### A small window of the routed layout

Window x 111 to 136, y 29 to 54 µm. Cells in gray, sequential cells in the stronger gray; small squares are vias.
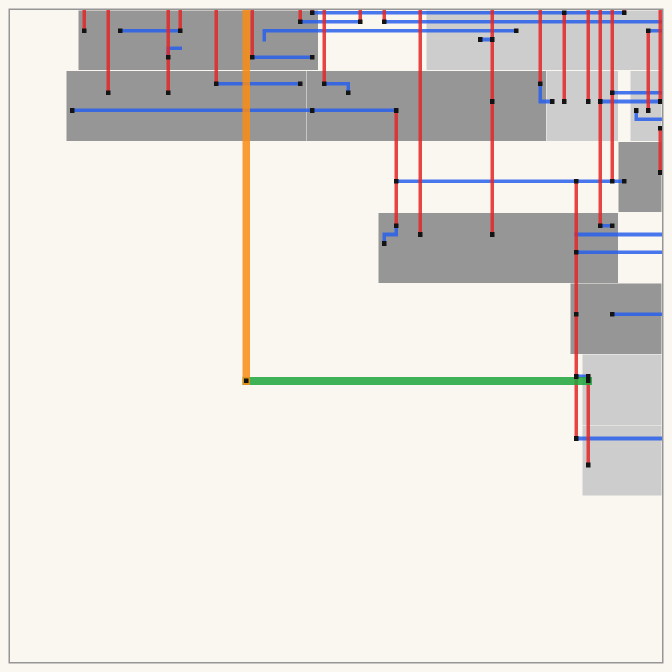
### Congestion heat map

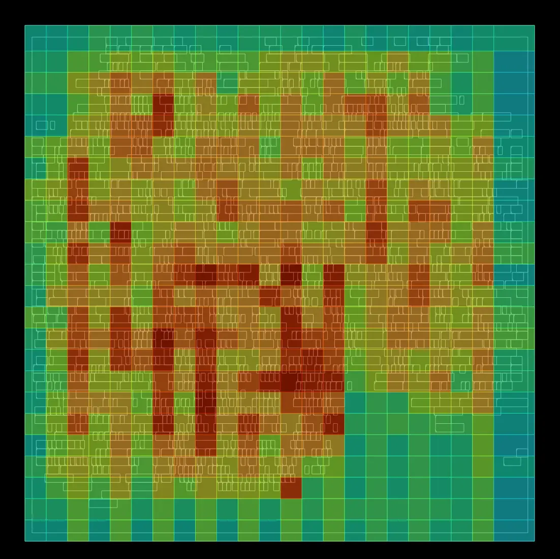
### Floorplan with the power grid

Bar = 50 µm. Pins as bars on the die edge. Tap cells in gray.
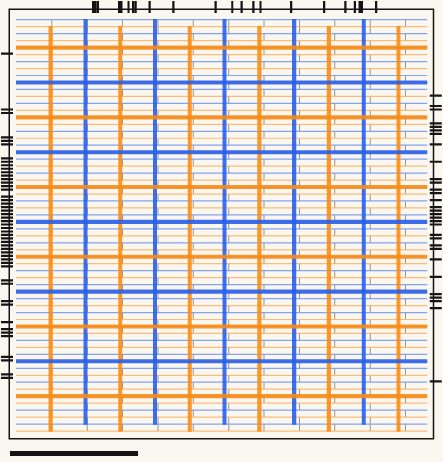
### Met4 routing

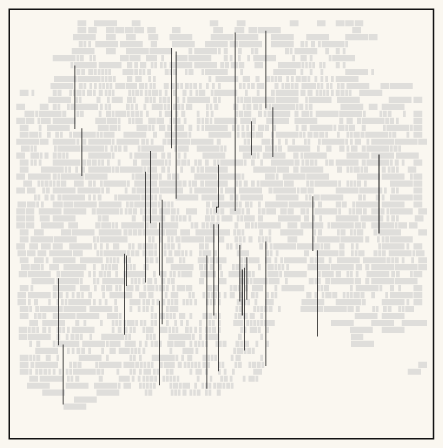
File: config.mk
export PLATFORM = sky130hd
export DESIGN_NAME = fpu_fdiv_iter
export DESIGN_NICKNAME = d
export VERILOG_FILES = /design/src/rtl/fpu_fdiv_iter.sv
export SDC_FILE = /design/constraint.sdc
export NUM_CORES = 1
export LEC_CHECK = 0
export ABC_AREA = 1
export CAP_MARGIN = 20
export CORE_AREA = 2 2 163 165
export CTS_CLUSTER_SIZE = 28
export DETAILED_ROUTE_END_ITERATION = 16
export DIE_AREA = 0 0 165 167
export GPL_TIMING_DRIVEN = 0
export PLACE_DENSITY = 0.75
export SLEW_MARGIN = 20
export SYNTH_ARGS = -nofsm -noshare
export SYNTH_HDL_FRONTEND = slang
export SYNTH_SLANG_ARGS = --single-unit
export TNS_END_PERCENT = 5
File: constraint.sdc
create_clock -name clk -period 4.01 [get_ports clk]
set_input_delay 0.401 -clock clk [delete_from_list [all_inputs] [get_ports clk]]
set_output_delay 0.401 -clock clk [all_outputs]
set_load 0.005 [all_outputs]
File: src/rtl/fpu_fdiv_iter.sv
// fpu_fdiv_iter: single-precision IEEE-754 divider, q = a / b.
// Radix-2 restoring mantissa divider under a small FSM with a fixed
// 29-cycle issue interval; special operands traverse the same path.
// Rounding is truncation; denormal inputs/results are treated as zero.
//
// Ports:
//   clk      rising-edge clock
//   rst      asynchronous active-low reset
//   do_fdiv  start pulse, sampled only while idle
//   a, b     dividend / divisor, latched on an accepted start
//   q        quotient, held until the next result
//   valid    one-cycle pulse when q is updated
//   busy     high from the cycle after acceptance through the PACK cycle
//   dz       divide-by-zero flag, updated together with q
module fpu_fdiv_iter (
    input  logic        clk,
    input  logic        rst,
    input  logic        do_fdiv,
    input  logic [31:0] a,
    input  logic [31:0] b,
    output logic [31:0] q,
    output logic        valid,
    output logic        busy,
    output logic        dz
);

    localparam int unsigned FW    = 23;   // stored fraction width
    localparam int unsigned MW    = 24;   // mantissa incl. hidden bit
    localparam int unsigned QW    = 25;   // quotient bits
    localparam int unsigned EW    = 10;   // signed working exponent
    localparam int unsigned CW    = 5;
    localparam int unsigned LAST  = 24;   // final DIV counter value

    typedef enum logic [2:0] {
        S_IDLE, S_PREP, S_DIV, S_NORM, S_PACK
    } state_t;

    typedef enum logic [2:0] {
        SP_NONE, SP_NAN, SP_INF, SP_ZERO, SP_DZ
    } spec_t;

    state_t                 state;
    spec_t                  spec;
    spec_t                  spec_c;
    logic [31:0]            a_r;
    logic [31:0]            b_r;
    logic                   sign_r;
    logic signed [EW-1:0]   exp_d;
    logic signed [EW-1:0]   exp_n;
    logic [QW-1:0]          rem;
    logic [MW-1:0]          divisor;
    logic [QW-1:0]          quo;
    logic [FW-1:0]          mant_n;
    logic [CW-1:0]          cnt;

    logic [7:0]             a_exp_c;
    logic [7:0]             b_exp_c;
    logic                   a_nan_c, a_inf_c, a_zero_c;
    logic                   b_nan_c, b_inf_c, b_zero_c;
    logic                   ge_c;
    logic [MW-1:0]          sub_c;

    // Operand classification of the latched inputs.
    assign a_exp_c  = a_r[30:23];
    assign b_exp_c  = b_r[30:23];
    assign a_nan_c  = (&a_exp_c) && (|a_r[FW-1:0]);
    assign a_inf_c  = (&a_exp_c) && !(|a_r[FW-1:0]);
    assign a_zero_c = (a_exp_c == 8'd0);
    assign b_nan_c  = (&b_exp_c) && (|b_r[FW-1:0]);
    assign b_inf_c  = (&b_exp_c) && !(|b_r[FW-1:0]);
    assign b_zero_c = (b_exp_c == 8'd0);

    // Special-case code, highest priority first.
    always_comb begin
        spec_c = SP_NONE;
        if (a_nan_c || b_nan_c || (a_zero_c && b_zero_c) || (a_inf_c && b_inf_c))
            spec_c = SP_NAN;
        else if (a_inf_c)
            spec_c = SP_INF;
        else if (b_inf_c)
            spec_c = SP_ZERO;
        else if (b_zero_c)
            spec_c = SP_DZ;
        else if (a_zero_c)
            spec_c = SP_ZERO;
    end

    // One restoring step; rem - divisor always fits in MW bits when non-negative.
    assign ge_c  = (rem >= {1'b0, divisor});
    assign sub_c = rem[MW-1:0] - divisor;

    // Control FSM and datapath.
    always_ff @(posedge clk or negedge rst) begin
        if (!rst) begin
            state   <= S_IDLE;
            spec    <= SP_NONE;
            a_r     <= '0;
            b_r     <= '0;
            sign_r  <= 1'b0;
            exp_d   <= '0;
            exp_n   <= '0;
            rem     <= '0;
            divisor <= '0;
            quo     <= '0;
            mant_n  <= '0;
            cnt     <= '0;
            q       <= '0;
            valid   <= 1'b0;
            busy    <= 1'b0;
            dz      <= 1'b0;
        end else begin
            valid <= 1'b0;
            unique case (state)
                S_IDLE: begin
                    if (do_fdiv) begin
                        a_r   <= a;
                        b_r   <= b;
                        busy  <= 1'b1;
                        state <= S_PREP;
                    end
                end
                S_PREP: begin
                    sign_r  <= a_r[31] ^ b_r[31];
                    rem     <= {1'b0, 1'b1, a_r[FW-1:0]};
                    divisor <= {1'b1, b_r[FW-1:0]};
                    exp_d   <= $signed({2'b00, a_exp_c}) - $signed({2'b00, b_exp_c})
                               + 10'sd127;
                    spec    <= spec_c;
                    quo     <= '0;
                    cnt     <= '0;
                    state   <= S_DIV;
                end
                S_DIV: begin
                    quo <= {quo[QW-2:0], ge_c};
                    rem <= ge_c ? {sub_c, 1'b0} : {rem[MW-1:0], 1'b0};
                    if (cnt == CW'(LAST)) begin
                        state <= S_NORM;
                    end else begin
                        cnt <= cnt + CW'(1);
                    end
                end
                S_NORM: begin
                    // Quotient lies in (0.5, 2): bit 24 is the integer bit.
                    if (quo[QW-1]) begin
                        mant_n <= quo[QW-2:1];
                        exp_n  <= exp_d;
                    end else begin
                        mant_n <= quo[FW-1:0];
                        exp_n  <= exp_d - 10'sd1;
                    end
                    state <= S_PACK;
                end
                S_PACK: begin
                    valid <= 1'b1;
                    busy  <= 1'b0;
                    dz    <= 1'b0;
                    state <= S_IDLE;
                    unique case (spec)
                        SP_NAN:  q <= 32'h7FC0_0000;
                        SP_INF:  q <= {sign_r, 8'hFF, 23'd0};
                        SP_ZERO: q <= {sign_r, 31'd0};
                        SP_DZ: begin
                            q  <= {sign_r, 8'hFF, 23'd0};
                            dz <= 1'b1;
                        end
                        default: begin
                            if (exp_n >= 10'sd255)
                                q <= {sign_r, 8'hFF, 23'd0};
                            else if (exp_n <= 10'sd0)
                                q <= {sign_r, 31'd0};
                            else
                                q <= {sign_r, exp_n[7:0], mant_n};
                        end
                    endcase
                end
                default: state <= S_IDLE;
            endcase
        end
    end

endmodule

==> deck_impl_summary.md <==
Key Metrics from the Run

Global routing
  – Antenna violations before repair: 0
  – Most used routing layer: met2
  – Largest net degree at the start of global routing: 100
  – Remaining Overflow, GRT: 0
  – First-pass GRT wire length: 51100 µm
  – GR Util All Layers: 23.1%

Placed design
  – HPWL after DPL: 23600 µm

Critical path
  – Most frequent CP cell: nand2_1
  – CP Max Fanout: 10
  – CP max stage delay: 0.36 ns
  – Cell family with most CP delay: simple AND/OR/NAND/NOR gates
  – CP Class: reg -> reg
  – Worst R2R Path Depth: 12
  – CP Data Required Time: 4.44 ns
  – Reg2reg end: rem[21]$_DFFE_PN0N_

Timing
  – Count of pins over their slew limit: 0
  – Crit share post-route: 62.2%
  – Min cycle time layout: 2.49 ns

Finish
  – Final core utilization: 56.1%
  – Layout cell share with drive strength beyond 1: 8.07%
  – Largest registers: a_r: 32 flops, b_r: 32 flops, q: 32 flops

Drt
  – Routed wl met3: 1790 µm
  – Met2 WL: 14400 µm
  – Top Metal Used: met4

Power and ir drop
  – Pwr Density: 907 mW/mm²
  – Main power group: combinational logic
  – Switching share of power: 45.8%
  – Clock power frac: 17.3%

CTS
  – Clock root cell: clkbuf_16
  – Setup bufs post-CTS: 0
  – CTS buffer count: 24

Yosys
  – Synth Instances: 1513
  – Post-synthesis chip area from yosys: 0.0121 mm²
  – Synth cell count leaders: 361 x nand2_1, 242 x inv_1, 228 x dfrtp_1
  – Post-synth seq share: 47.0%
  – Ys cells: 1513
  – Top cell type's share of synthesized area: 47.0%

Status
  – Run status: finished clean

Job
  – Max_cap viols: 0

Floorplan
  – Die H: 167 µm
-- 'A small window of the routed layout' (at the start) --
Key: M4 = orange; M1 = blue; M2 = red; M3 = green
8 logic cells have their middle in the window. Sequential cells in the window: 4. Most frequent: dfrtp_1 (4). Netlist names of flops here include quo (4).

-- 'Congestion heat map' (at the start) --
GR Layer Usage met2: 37.5%
GR Util met3: 3.09%
DR WL/cell: 15.6 µm

-- 'Floorplan with the power grid' (at the start) --
Key: VDD = blue; VSS = orange
60 met1 rails follow the rows. The core has 59 rows. 335 tap cells. 11 straps on met5.
core area: 0.0258 mm²
Peak VDD IR: 0.000416 V

-- 'Met4 routing' (at the start) --
The wires run mostly vertical. The longest straight run is 69.4 µm. The layer carries 918 µm of wire.
Vias: 10400
final WL: 31000 µm

[worst register-to-register path, cell delays in order (launching register included)]
cell,delay (ns)
dfrtp_1,0.36
inv_1,0.14
ha_1,0.36
a21oi_1,0.31
nand2_1,0.13
nand2_1,0.07
nand2_1,0.07
a21oi_4,0.18
nand3_4,0.17
buf_6,0.20
nand3_1,0.14
nand3_1,0.12
a21oi_1,0.17
[logic make-up after synthesis]
group,Yosys count,synth area share (%)
and+or+nand+nor,620,21.8
buffers and inverters,304,9.85
AOI/OAI and AO/OA,268,12.7
DFF,228,47.0
adders and majority gates,38,3.98
muxes,31,2.88
xor gates and xnor gates,24,1.73
[worst max-delay path by stage]
| stage | startpoint | end | depth (start not counted) |
|---|---|---|---|
| 6_report | divisor[20]$_DFFE_PN0P_ | rem[21]$_DFFE_PN0N_ | 12 |
| 5_1_grt | divisor[20]$_DFFE_PN0P_ | rem[21]$_DFFE_PN0N_ | 12 |
| 4_1_cts | divisor[20]$_DFFE_PN0P_ | rem[21]$_DFFE_PN0N_ | 12 |
| 3_5_place_dp | rem[6]$_DFFE_PN0N_ | rem[21]$_DFFE_PN0N_ | 11 |
| 3_3_place_gp | rst | b_r[27]$_DFFE_PN0P_ | 1 |
| 2_1_floorplan | rem[0]$_DFFE_PN0N_ | rem[17]$_DFFE_PN0N_ | 15 |
[area by class of cell]
class	count	area [µm²]
buffer	54	256
clock buffer	35	713
clock inverter	8	93.8
fill	2306	11300
inverter	250	938
multi-input combinational	981	5240
sequential	228	5710
tap	335	419
timing repair buffer	104	1080
[through the flow]
step	worst slack, ns	cells
2_1_floorplan	2.06	1513
3_3_place_gp	-6.85	1949
3_5_place_dp	1.64	1951
4_1_cts	1.60	1995
5_1_grt	1.39	1995
6_report	1.52	1995
Power figures rest on the tool's default switching activity, not on a simulated workload.
